==> run_1/util_map.png <==
Bar = 20 um. The die is cut into 8 by 8 equal tiles; dark blue is low, red is high, 0 to 100% covered.
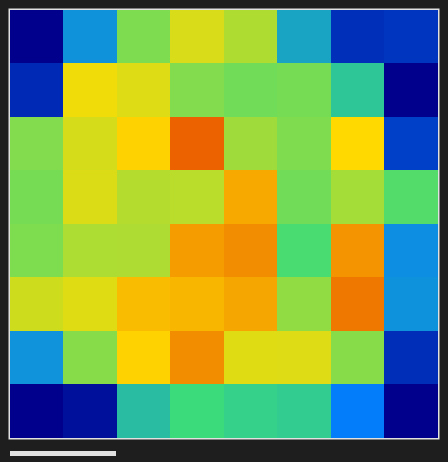
==> run_1/sizing.png <==
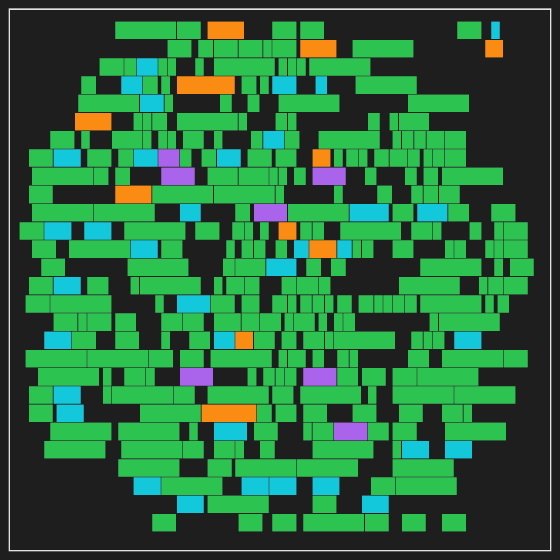
==> run_1/class_map.png <==
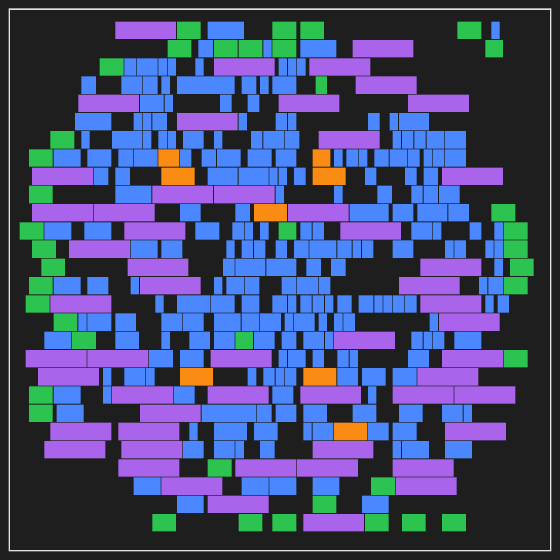
==> run_1/congestion_map.png <==
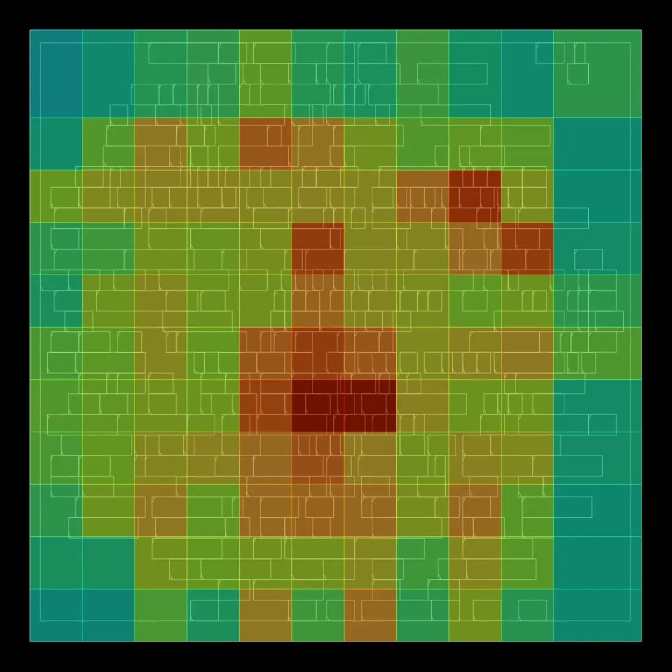
[src/rtl/seq_det_pkg.sv]
// seq_det_pkg: shared types and helpers for the programmable sequence detector.
// Holds the detector state enum, its width, the length clamp and the
// length-to-bitmask builder used by the compare logic.
package seq_det_pkg;

   localparam int STATE_W   = 2;
   localparam int LEN_LIMIT = 64;

   typedef enum logic [STATE_W-1:0] {
      IDLE  = 2'd0,
      FILL  = 2'd1,
      ARMED = 2'd2
   } state_t;

   // Clamp a requested pattern length to the largest length the instance supports.
   function automatic int unsigned clamp_len(input int unsigned len, input int unsigned max_len);
      return (len > max_len) ? max_len : len;
   endfunction

   // Build a mask with the low 'len' bits set; bits at or above len stay 0.
   function automatic logic [LEN_LIMIT-1:0] build_lenmask(input int unsigned len);
      logic [LEN_LIMIT-1:0] m;
      m = '0;
      for (int unsigned i = 0; i < LEN_LIMIT; i++) begin
         if (i < len) m[i] = 1'b1;
      end
      return m;
   endfunction

endpackage

[src/rtl/seq_det_sat_cnt.sv]
// seq_det_sat_cnt: W-bit saturating up-counter.
// clr wins over inc; the count holds at all-ones once reached.
module seq_det_sat_cnt #(
   parameter int W = 8
) (
   input  logic         clk,
   input  logic         rst,
   input  logic         inc,
   input  logic         clr,
   output logic [W-1:0] cnt
);

   // Count events, stop at full scale, clear on request.
   always_ff @(posedge clk or posedge rst) begin
      if (rst) begin
         cnt <= '0;
      end else if (clr) begin
         cnt <= '0;
      end else if (inc && (cnt != {W{1'b1}})) begin
         cnt <= cnt + 1'b1;
      end
   end

endmodule

[src/rtl/seq_det_prog.sv]
// seq_det_prog: runtime-programmable serial pattern detector.
// Pattern, length and overlap mode are loaded with cfg_load; the first bit
// received lines up with pattern bit len-1. A registered one-cycle match
// pulse fires for each hit and a saturating counter tallies hits.
// Optional build macro SEQ_DET_PROG_MASK_EN adds cfg_mask, where a 1 marks
// the corresponding pattern bit as don't-care.
module seq_det_prog
   import seq_det_pkg::*;
#(
   parameter int MAX_LEN = 16,
   parameter int CNT_W   = 8,
   parameter int LEN_W   = $clog2(MAX_LEN + 1)
) (
   input  logic               clk,
   input  logic               rst,
   input  logic               in_valid,
   input  logic               in,
   input  logic               cfg_load,
   input  logic [MAX_LEN-1:0] cfg_pattern,
   input  logic [LEN_W-1:0]   cfg_len,
   input  logic               cfg_overlap,
`ifdef SEQ_DET_PROG_MASK_EN
   input  logic [MAX_LEN-1:0] cfg_mask,
`endif
   input  logic               cnt_clr,
   output logic               match,
   output logic [CNT_W-1:0]   match_cnt,
   output logic               busy
);

   state_t               state, state_nxt;
   logic [MAX_LEN-1:0]   hist, hist_nxt, post_shift;
   logic [LEN_W-1:0]     fill, fill_nxt, fill_inc;
   logic [LEN_W-1:0]     len_q, len_load;
   logic [MAX_LEN-1:0]   pat_q;
   logic [MAX_LEN-1:0]   mask_q;
   logic                 ovl_q;
   logic [LEN_LIMIT-1:0] len_mask;
   logic                 cmp_ok;
   logic                 hit;

   assign len_load = LEN_W'(clamp_len(32'(cfg_len), MAX_LEN));
   assign len_mask = build_lenmask(32'(len_q));
   assign fill_inc = fill + 1'b1;

   // History as it looks after this cycle's sample is taken; unchanged when no sample.
   assign post_shift = in_valid ? {hist[MAX_LEN-2:0], in} : hist;

   // Masked exact compare over the active length; bits above len never count.
   assign cmp_ok = ((LEN_LIMIT'(post_shift ^ pat_q) & ~LEN_LIMIT'(mask_q) & len_mask) == '0);

   assign busy = (state != IDLE);

   // Next-state, history, fill and hit decode; cfg_load overrides everything and drops the sample.
   always_comb begin
      state_nxt = state;
      hist_nxt  = post_shift;
      fill_nxt  = fill;
      hit       = 1'b0;
      if (cfg_load) begin
         hist_nxt  = '0;
         fill_nxt  = '0;
         state_nxt = (len_load == '0) ? IDLE : FILL;
      end else begin
         case (state)
            IDLE: begin
               fill_nxt = '0;
            end
            FILL: begin
               if (len_q == '0) begin
                  state_nxt = IDLE;
               end else if (in_valid) begin
                  fill_nxt = fill_inc;
                  if (fill_inc == len_q) begin
                     state_nxt = ARMED;
                     hit       = cmp_ok;
                  end
               end
            end
            ARMED: begin
               if (in_valid) begin
                  hit = cmp_ok;
               end
            end
            default: begin
               state_nxt = IDLE;
               fill_nxt  = '0;
            end
         endcase
         if (hit && !ovl_q) begin
            fill_nxt  = '0;
            state_nxt = FILL;
         end
      end
   end

   // State, history, fill count and registered match pulse.
   always_ff @(posedge clk or posedge rst) begin
      if (rst) begin
         state <= IDLE;
         hist  <= '0;
         fill  <= '0;
         match <= 1'b0;
      end else begin
         state <= state_nxt;
         hist  <= hist_nxt;
         fill  <= fill_nxt;
         match <= hit;
      end
   end

   // Configuration latched on the load strobe with the length already clamped.
   always_ff @(posedge clk or posedge rst) begin
      if (rst) begin
         len_q <= '0;
         pat_q <= '0;
         ovl_q <= 1'b0;
      end else if (cfg_load) begin
         len_q <= len_load;
         pat_q <= cfg_pattern;
         ovl_q <= cfg_overlap;
      end
   end

`ifdef SEQ_DET_PROG_MASK_EN
   // Don't-care mask latched alongside the rest of the configuration.
   always_ff @(posedge clk or posedge rst) begin
      if (rst) begin
         mask_q <= '0;
      end else if (cfg_load) begin
         mask_q <= cfg_mask;
      end
   end
`else
   assign mask_q = '0;
`endif

   seq_det_sat_cnt #(
      .W (CNT_W)
   ) u_cnt (
      .clk (clk),
      .rst (rst),
      .inc (hit),
      .clr (cnt_clr),
      .cnt (match_cnt)
   );

endmodule

[config.mk]
export PLATFORM = sky130hd
export DESIGN_NAME = seq_det_prog
export DESIGN_NICKNAME = d
export VERILOG_FILES = /design/src/rtl/seq_det_pkg.sv /design/src/rtl/seq_det_sat_cnt.sv /design/src/rtl/seq_det_prog.sv
export SDC_FILE = /design/constraint.sdc
export NUM_CORES = 1
export LEC_CHECK = 0
export CAP_MARGIN = 10
export CORE_UTILIZATION = 50
export CTS_CLUSTER_DIAMETER = 200
export CTS_CLUSTER_SIZE = 24
export DETAILED_ROUTE_END_ITERATION = 8
export PLACE_DENSITY = 0.75
export SYNTH_ARGS = -nofsm -noshare
export SYNTH_HDL_FRONTEND = slang
export SYNTH_SLANG_ARGS = --single-unit
export TNS_END_PERCENT = 100
[constraint.sdc]
create_clock -name clk -period 4.9 [get_ports clk]
set_input_delay 0.735 -clock clk [delete_from_list [all_inputs] [get_ports clk]]
set_output_delay 0.735 -clock clk [all_outputs]
set_load 0.02 [all_outputs]
==> impl_metrics.json, run 1 <==
{
  "status": "finished clean",
  "drive_gt1_share_pct": 15.9,
  "first_global_vias": 2187,
  "lay_top_cells": "dfrtp_1 (54), nor2_1 (39), clkdlybuf4s50_1 (36)",
  "cp_data_arrival_time_ns": 3.62,
  "synthAdderAreaFrac_pct": 2.03,
  "worstPathCellList": "clkdlybuf4s50_1, buf_4, mux2i_1, xnor2_1, o21ai_0, nor2_1, and3b_1, and3b_2, o31a_1",
  "power.share.clock_pct": 27.3,
  "flop_area_um2": 1350,
  "fin_hold_ws_ns": 0.536,
  "maxCapViolations": 0,
  "drtIter0Drc": 247,
  "wl_met3_um": 276,
  "ys.flops": 54,
  "total_power_w": 0.000982,
  "die_y_um": 80.6,
  "ys_top_logic_family": "simple AND/OR/NAND/NOR gates",
  "aoi_share_pct": 9.53,
  "grt_max_degree": 55,
  "p_comb_share_pct": 22.0,
  "p_per_area_nw_per_um2": 275,
  "ys_sh_mux_pct": 14.6,
  "yosys_warnings": 0,
  "p_sw_share_pct": 30.1,
  "multiInputGateArea_um2": 1580,
  "tool_warnings": 28,
  "routed.top_layer": "met4",
  "fmax_mhz": 293,
  "path_depth": 9,
  "grt_pass1_wl_um": 10300,
  "area_leaders": "dfrtp_1 (44%), mux2_2 (6.2%), xnor2_1 (5.1%), mux2i_1 (4.9%), nor2_1 (4.7%)",
  "dieArea_um2": 6490,
  "hold_start": "ovl_q",
  "htreeDepth": 2,
  "synth_area_leader_cell": "dfrtp_1",
  "n_all_buffers": 40,
  "yosysUniqueCellTypes": 53,
  "top_area_share_pct": 43.8,
  "finalCritPeriodShare_pct": 69.6,
  "holdPathStages": 1
}
## Picture notes: util_map.png
fullest tile = 89%
nearly empty tiles = 6.2%
emptiest ninth of the die = top right

## Picture notes: sizing.png
x3 and x4 -> orange  # cells 11, share 3.3%
x1 and smaller -> green  # cells 281, share 84%
x6 and larger -> purple  # cells 7, share 2.1%
x2 -> cyan  # cells 35, share 10%
post-route setup slack: 1.49 ns
fin area: 3560 um2
area grow syn2layout: 15.4%

## Picture notes: class_map.png
clock drivers and dummy loads -> orange  # cells 8
registers -> purple  # cells 54
remaining buffers and delay cells -> green  # cells 40
remaining logic cells -> blue  # cells 232
sequential share of cell area: 37.9%
fin util: 60.2%
core box area: 5920 um2

## Picture notes: congestion_map.png
met1 Use GR: 30.8%
GRT Max-Usage Layer: met2
met3 Resource Use GR: 3.75%
Tot GR Track Use: 20.8%
met2 usage: 31.3%

==> run_1/route_heat.png <==
Bar = 20 um. The die is cut into 16 by 16 equal tiles; dark blue is low, red is high, scaled to the fullest tile. Values are wire area over tile area, all layers added.
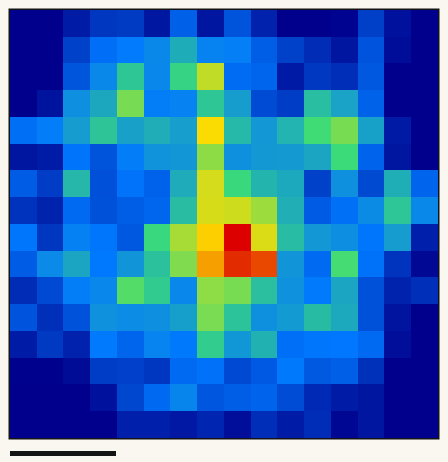

==> inputs of run 2 (changes only) <==
- clock period: 4.9 -> 3.25 ns (I/O delays scaled with it)
==> run_2/route_heat.png <==
Bar = 20 um. The die is cut into 16 by 16 equal tiles; dark blue is low, red is high, scaled to the fullest tile. Values are wire area over tile area, all layers added.
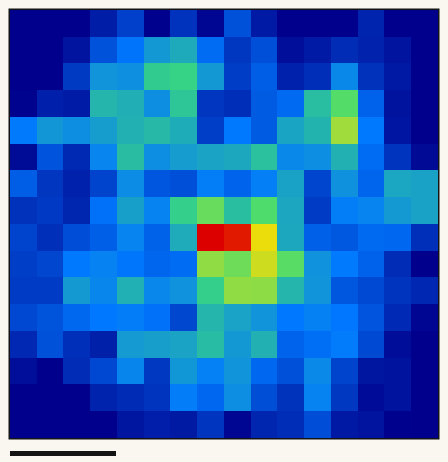
fullest tile = 0.70
nearly empty tiles = 14%
tiles over half the peak = 5.1%

==> run_2/sizing.png <==
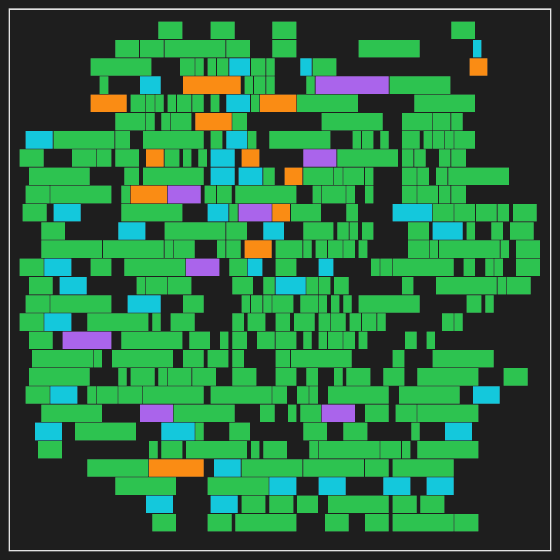
x2 -> cyan  # cells 35, share 10%
x1 and smaller -> green  # cells 281, share 84%
x3 and x4 -> orange  # cells 12, share 3.6%
x6 and larger -> purple  # cells 8, share 2.4%
area grow syn2layout: 17.0%
post-route setup slack: 0.514 ns
fin area: 3610 um2
Non-Clock Buffer Count: 43

==> run 2 against run 1 <==
Synthesized area stayed put. First-iteration DRC count is 16% lower. Clock-buffer cell count stayed put. Hold slack worse by 0.13 ns. Sequential power is 51% higher. Register-to-register slack worse by 1.6 ns. Setup slack worse by 0.97 ns. Sequential share of layout area is 0.51 points lower. Critical path type unchanged. Critical endpoint is now u_cnt.cnt[2]. Largest cell class unchanged.
==> impl_metrics.json, run 2 <==
{
  "hold_start": "cfg_load",
  "synthAdderAreaFrac_pct": 2.03,
  "yosys_warnings": 0,
  "die_y_um": 80.6,
  "total_power_w": 0.00153,
  "tool_warnings": 28,
  "drive_gt1_share_pct": 16.4,
  "p_sw_share_pct": 27.6,
  "top_area_share_pct": 43.8,
  "use_met3_pct": 4.09,
  "ys_sh_mux_pct": 14.6,
  "wl_met3_um": 240,
  "global_route.usage.met2_pct": 31.9,
  "status": "finished clean",
  "grt_max_degree": 55,
  "design.core.area_um2": 5920,
  "p_per_area_nw_per_um2": 425,
  "htreeDepth": 2,
  "gr-usage-met1_pct": 29.7,
  "aoi_share_pct": 9.53,
  "yosysUniqueCellTypes": 53,
  "finalCritPeriodShare_pct": 84.2,
  "power.share.clock_pct": 29.9,
  "cp_data_arrival_time_ns": 2.94,
  "fin_hold_ws_ns": 0.403,
  "path_depth": 10,
  "multiInputGateArea_um2": 1580,
  "first_global_vias": 2136,
  "dieArea_um2": 6490,
  "fmax_mhz": 366,
  "grt_pass1_wl_um": 10100,
  "flop_area_um2": 1350,
  "area_leaders": "dfrtp_1 (44%), mux2_2 (6.2%), xnor2_1 (5.1%), mux2i_1 (4.9%), nor2_1 (4.7%)",
  "ys_top_logic_family": "simple AND/OR/NAND/NOR gates",
  "top_usage_layer": "met2",
  "routed.top_layer": "met4"
}
Power and IR drop assume default switching activity.
